==> config.mk <==
export PLATFORM = sky130hd
export DESIGN_NAME = hamming_tx_scheduler_flat
export DESIGN_NICKNAME = d
export VERILOG_FILES = /design/src/rtl/hamming_tx_scheduler_pkg.sv /design/src/rtl/hamming_tx_scheduler_if.sv /design/src/rtl/hamming_tx_scheduler_mux_hamming.sv /design/src/rtl/hamming_tx_scheduler.sv /design/src/flat_wrapper.sv
export SDC_FILE = /design/constraint.sdc
export NUM_CORES = 1
export LEC_CHECK = 0
export CAP_MARGIN = 20
export CELL_PAD_IN_SITES_DETAIL_PLACEMENT = 0
export CELL_PAD_IN_SITES_GLOBAL_PLACEMENT = 1
export CORE_MARGIN = 5
export CORE_UTILIZATION = 41
export CTS_CLUSTER_DIAMETER = 80
export CTS_CLUSTER_SIZE = 25
export DETAILED_ROUTE_END_ITERATION = 10
export GPL_TIMING_DRIVEN = 0
export PLACE_DENSITY_LB_ADDON = 0.15
export SETUP_SLACK_MARGIN = 0.02
export SLEW_MARGIN = 40
export SYNTH_ARGS = -nofsm -noshare
export SYNTH_HDL_FRONTEND = slang
export SYNTH_SLANG_ARGS = --single-unit
==> constraint.sdc <==
create_clock -name clk -period 6.2 [get_ports clk]
set_clock_uncertainty 0.15 [all_clocks]
set_input_delay 0.93 -clock clk [delete_from_list [all_inputs] [get_ports clk]]
set_output_delay 0.93 -clock clk [all_outputs]
set_load 0.02 [all_outputs]
**Run 1: M2 wires**

(2 px per micron)
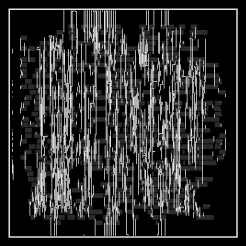
545 nets have wire on it. The longest straight run is 49.0 microns.
Total Wirelength: 12100 microns
GR Layer Usage met2: 32.0%
Vias: 3926

**Run 1: routing congestion**

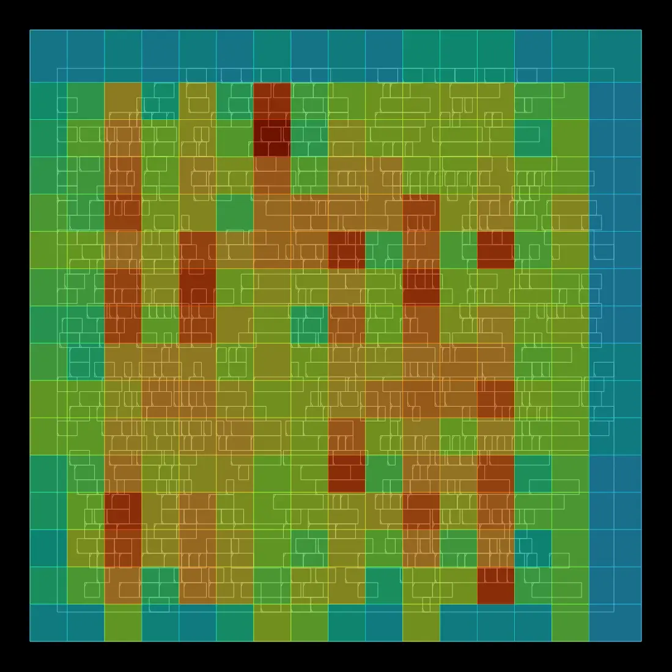
met3 usage: 3.53%
GRT Total Usage: 19.2%
per-cell routed wire length: 16.2 microns
busiest layer in global routing: met2

**Run 1: selected gate families**

(4 px per micron)
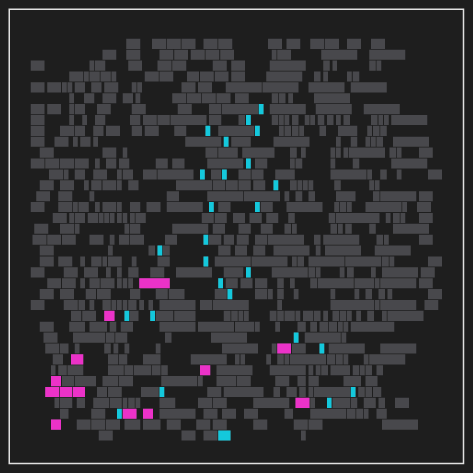
inv cells: drawn in cyan, cells 26. non-inverting ao/oa cells: drawn in magenta, cells 13.
most frequent logic cell in the layout: clkdlybuf4s50_1
logic share of the area: 40.7%
post-route insts no fill: 747

==> impl_metrics.yaml, run 1 <==
# physical design summary
floorplanning:
  die_area_sq_mm: 0.0128
  core_area_sq_mm: 0.0104
  fp_util_pct: 42.1
pwr:
  p_leak_nw: 2.45
  p_comb_share_pct: 64.6
  switching_share_pct: 46.1
  powerDensity_mw_per_mm2: 615
  clkPwrFrac_pct: 12.7
detailed_routing:
  firstDrtPassIters: 4
  antenna_left: 0
  route.detailed.drc: 0
outcome:
  outcome: "complete, no violations"
worst_setup_path:
  endpoint_kind: "output pin"
  cp-start-kind: "flip-flop"
  arrival_ns: 4.42
  cp_max_fo: 10
  crit_path_max_incr_delay_ns: 0.61
timing:
  post-route-min-period_ns: 5.50
  setup-tns-final_ns: 0
  rsz0062_at_grt: "false"
  setup_ws_ns: 0.697
  relSlewSlack_pct: 47.3
global_routing:
  grt_pass1_wl_microns: 20200
  grt_max_degree: 46
  grt_antenna_before_repair: 0
synthesis:
  synthFlopType: "dfrtp_1"
  ys_seq_share_pct: 39.6
  ys_types: 49
  syn_inst: 494
  ys_warn_count: 0
placed_design:
  postPlaceCellArea_sq_mm: 0.00557
  dp_cells: 731
  place_congestion: 0.781
job:
  warnings: 31
layout:
  area_growth_pct: 33.2
  lay_top_cells: "100 x clkdlybuf4s50_1, 83 x nand2_1, 69 x dfrtp_1"
  n_antenna_cell: 0
clocking:
  clock-root-buffer: "clkbuf_8"
  clock-sinks: 69
hold_path:
  hold-path-cell-count: 2
==> run 1: worst max-delay path, delay by kind of cell, from the launching register on <==
| family | cells | cell delay (ns) |
|---|---|---|
| AND/OR/NAND/NOR | 1 | 0.16 |
| flip-flops | 1 | 0.50 |
| buffers and inverters | 7 | 1.85 |
| adder cells (fa/ha/maj) | 2 | 0.52 |
| AND-OR/OR-AND | 4 | 1.03 |
==> run 1: area by class of cell <==
| cell class | instances | area (sq um) |
|---|---|---|
| fill | 995 | 4550 |
| multi-input combinational | 360 | 2370 |
| sequential | 69 | 1730 |
| timing repair buffer | 101 | 1030 |
| buffer | 39 | 173 |
| tap | 136 | 170 |
| clock buffer | 10 | 138 |
| clock inverter | 6 | 110 |
| inverter | 26 | 103 |
==> run 1: power groups by stage <==
stage | Clock [mW] | Combinational [mW] | Sequential (mW)
global placement | 0 | 2.30 | 0.812
finish | 0.452 | 2.31 | 0.812
CTS | 0.457 | 2.34 | 0.814
floorplan | 0 | 1.59 | 0.865
global route | 0.476 | 2.55 | 0.839
detailed placement | 0 | 2.33 | 0.822
==> run 1: cell usage after synthesis (2+ instances only) <==
| cell type | number | area share (%) |
|---|---|---|
| a211oi_1 | 36 | 6.2 |
| a21o_1 | 3 | 0.52 |
| a21oi_1 | 24 | 2.8 |
| and2_1 | 4 | 0.57 |
| and3_1 | 4 | 0.57 |
| buf_1 | 3 | 0.26 |
| buf_2 | 3 | 0.34 |
| buf_6 | 3 | 0.77 |
| clkbuf_1 | 30 | 2.6 |
| dfrtp_1 | 69 | 40 |
| ha_1 | 8 | 2.3 |
| inv_1 | 26 | 2.2 |
| mux2_2 | 5 | 1.3 |
| mux2_4 | 2 | 0.69 |
| mux2i_1 | 38 | 8.7 |
| nand2_1 | 83 | 7.1 |
| nand2b_1 | 3 | 0.43 |
| nand3_1 | 4 | 0.46 |
| nor2_1 | 26 | 2.2 |
| nor2b_1 | 4 | 0.57 |
| nor3_1 | 2 | 0.23 |
| nor4_1 | 2 | 0.29 |
| o21a_1 | 2 | 0.34 |
| o21ai_0 | 45 | 5.2 |
| o221ai_1 | 16 | 3.2 |
| o2bb2ai_1 | 2 | 0.40 |
| xnor2_1 | 22 | 4.4 |
| xor2_1 | 4 | 0.80 |
==> run 1: metal layers <==
| layer | GRT usage (%) | up-vias | routed length (microns) |
|---|---|---|---|
| met3 | 3.53 | 16 | 572 |
| met4 | 6.09 | 0 | 227 |
| met2 | 32.0 | 99 | 5830 |
| met5 | 0 | - | 0 |
| met1 | 25.3 | 1845 | 5500 |
| li1 | - | 1966 | - |
==> run 1: cells by family (layout without fill, tap and decap cells) <==
group | count (synthesis) | count (layout) | share of synthesized area, %
AND-OR/OR-AND | 143 | 143 | 21.8
XOR/XNOR | 27 | 27 | 5.73
adder cells (fa/ha/maj) | 8 | 8 | 2.29
buffers and inverters | 65 | 182 | 6.19
flip-flops | 69 | 69 | 39.6
multiplexers | 46 | 46 | 11.2
AND/OR/NAND/NOR | 136 | 136 | 13.2
==> run 1 -> run 2 <==
--- a/config.mk
+++ b/config.mk
@@ -8,8 +8,9 @@
 export CAP_MARGIN = 20
 export CELL_PAD_IN_SITES_DETAIL_PLACEMENT = 0
 export CELL_PAD_IN_SITES_GLOBAL_PLACEMENT = 1
-export CORE_MARGIN = 5
-export CORE_UTILIZATION = 41
+export CORE_MARGIN = 10
+export CORE_UTILIZATION = 42
+export CTS_BUF_LIST = sky130_fd_sc_hd__clkbuf_4
 export CTS_CLUSTER_DIAMETER = 80
 export CTS_CLUSTER_SIZE = 25
 export DETAILED_ROUTE_END_ITERATION = 10
==> run 2 against run 1 <==
  * First-iteration DRC count down 4.1%
  * Power down 4.4%
  * Wire length up 3.3%
  * Non-clock buffer count unchanged
  * Critical path type unchanged
  * Largest cell class unchanged
==> impl_metrics.yaml, run 2 <==
# physical design summary
clocking:
  cts_resized: 0
  clkSlewWorstSetupHoldPaths_ns: 0.12
  post-cts-setup-buffers: 0
  cts_hold_buf: 0
  clock-sinks: 69
  clock_latency_ns: 0.42
  cts.htree.levels: 3
  clock-root-buffer: "clkbuf_4"
global_routing:
  grt_antenna_before_repair: 0
  use_met3_pct: 4.12
  grt_pass1_wl_microns: 20500
  grt_max_degree: 40
  busiest_layer: "met2"
  overflow: 0
worst_setup_path:
  endpoint_kind: "output pin"
  path_depth: 14
  worstSetupPathType: "reg2out"
  cp-start-kind: "flip-flop"
  crit_path_cell_trace: "clkbuf_1 -> inv_1 -> ha_1 -> clkbuf_1 -> a21o_1 -> a211o_1 -> a21o_1 -> a311o_1 -> buf_6 -> inv_1 -> buf_2 -> ha_1 -> and3_1 -> clkdlybuf4s50_1"
  arrival_ns: 4.48
  crit_buf_inv: 7
  cp_top_family: "buffers and inverters"
  crit_path_max_incr_delay_ns: 0.62
  cp_max_fo: 10
pwr:
  p_leak_nw: 2.41
  powerDensity_mw_per_mm2: 600
  power_mw: 3.42
synthesis:
  ys_types: 49
  ys_warn_count: 0
  synthFlopType: "dfrtp_1"
  synth.most_common_cell: "nand2_1"
  async_flop_share_pct: 100
  synth_top_area_share_pct: 39.6
  common_cells: "83 x nand2_1, 69 x dfrtp_1, 45 x o21ai_0"
  top_cells_by_area: "dfrtp_1 40%, mux2i_1 8.7%, nand2_1 7.1%"
  ys_seq_share_pct: 39.6
  yosys.area.top_type: "dfrtp_1"
  syn_inst: 494
hold_path:
  min-delay-path-class: "reg2reg"
  hold-path-cell-count: 2
layout:
  lay_top_cells: "100 x clkdlybuf4s50_1, 83 x nand2_1, 69 x dfrtp_1"
  seqCellArea_sq_mm: 0.00173
  logic_area_sq_mm: 0.00237
  fillers: 995
  lay_top_count: "clkdlybuf4s50_1"
  area_growth_pct: 30.6
  final_area_sq_mm: 0.00570
  nets: 685
placed_design:
  postPlaceCellArea_sq_mm: 0.00556
  post-dp-hpwl_microns: 10100
  place_congestion: 0.852
detailed_routing:
  drtIter0Drc: 213
  firstDrtPassIters: 4
  routed_wl_microns: 12500
  vias: 3934
  route.detailed.drc: 0
  antenna_left: 0
timing:
  setup-tns-final_ns: 0
  finalCritPeriodShare_pct: 89.7
  rsz0062_at_grt: "false"
  post-route-min-period_ns: 5.56
  relSlewSlack_pct: 54.1
  worst_pin_slew_ns: 0.685
job:
  warnings: 31
floorplanning:
  die_height_microns: 122
  core_area_sq_mm: 0.0102
  fp_util_pct: 42.7
  die_area_sq_mm: 0.0149
  io_pins: 102
outcome:
  outcome: "complete, no violations"
-- run 2: area by class of cell --
class | instances | share of cell area, %
well taps | 136 | 2.99
multi-input cells | 360 | 41.6
clock buffers | 11 | 1.45
repair buffers | 101 | 17.9
clock inverters | 5 | 0.900
flip-flops and latches | 69 | 30.3
plain buffers | 39 | 3.03
inverters | 26 | 1.76
diodes | 1 | 0.0439
-- run 2: stage by stage --
step / hold WS [ns] / cells / worst slack [ns] / util [%]
global placement: 0.313 / 730 / 0.965 / 54.1
finish: 0.336 / 748 / 0.638 / 55.7
global route: 0.370 / 747 / 0.300 / 55.7
CTS: 0.342 / 747 / 0.589 / 55.6
detailed placement: 0.320 / 731 / 0.927 / 54.3
floorplan: 0.292 / 494 / 2.05 / -
-- run 2: routing by layer --
| metal | wire length [microns] | up-vias | share of wire [%] |
|---|---|---|---|
| li1 | - | 1971 | - |
| met1 | 5610 | 1848 | 45 |
| met2 | 5920 | 100 | 47 |
| met3 | 831 | 15 | 6.6 |
| met4 | 167 | 0 | 1.3 |
| met5 | 0 | - | 0 |
-- run 2: report_power, final --
part / total (mW) / internal [mW] / switching (mW) / leakage (nW)
sequential: 0.806 / 0.662 / 0.145 / 0.869
clock: 0.288 / 0.130 / 0.159 / 0.0743
combinational: 2.32 / 0.987 / 1.34 / 1.46
-- run 2: logic make-up after synthesis --
group	after synthesis	synth area share, %
flops	69	39.6
fa+ha+maj	8	2.29
mux	46	11.2
compound gates	143	21.8
xor+xnor	27	5.73
simple gates	136	13.2
buf+inv	65	6.19
-- run 2: worst min-delay path, stage by stage, from the launching register on --
cell     delay, ns
dfrtp_1       0.36
nand2_1       0.04
o21ai_0       0.06
**Run 2: routing congestion**

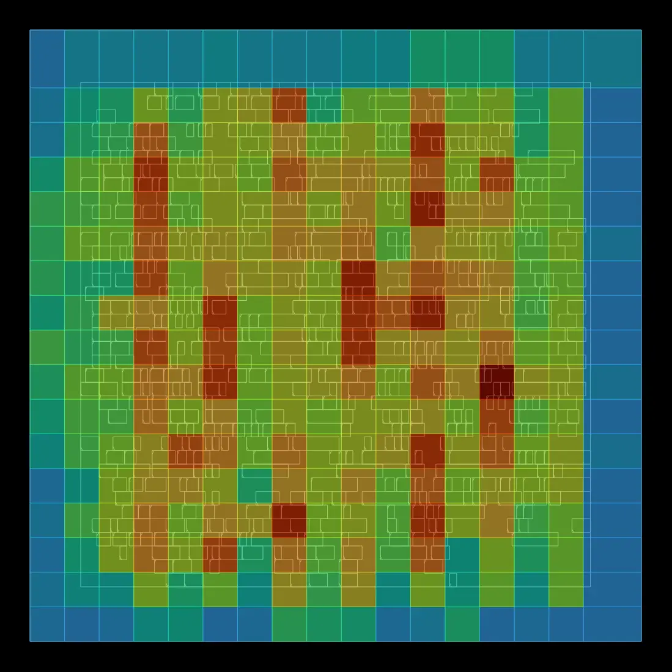
GRT Total Usage: 16.8%
GR Layer Usage met2: 27.5%
per-cell routed wire length: 16.8 microns
met1 Use GR: 21.5%
Core Util, Final: 55.7%

Power figures rest on the tool's default switching activity, not on a simulated workload.
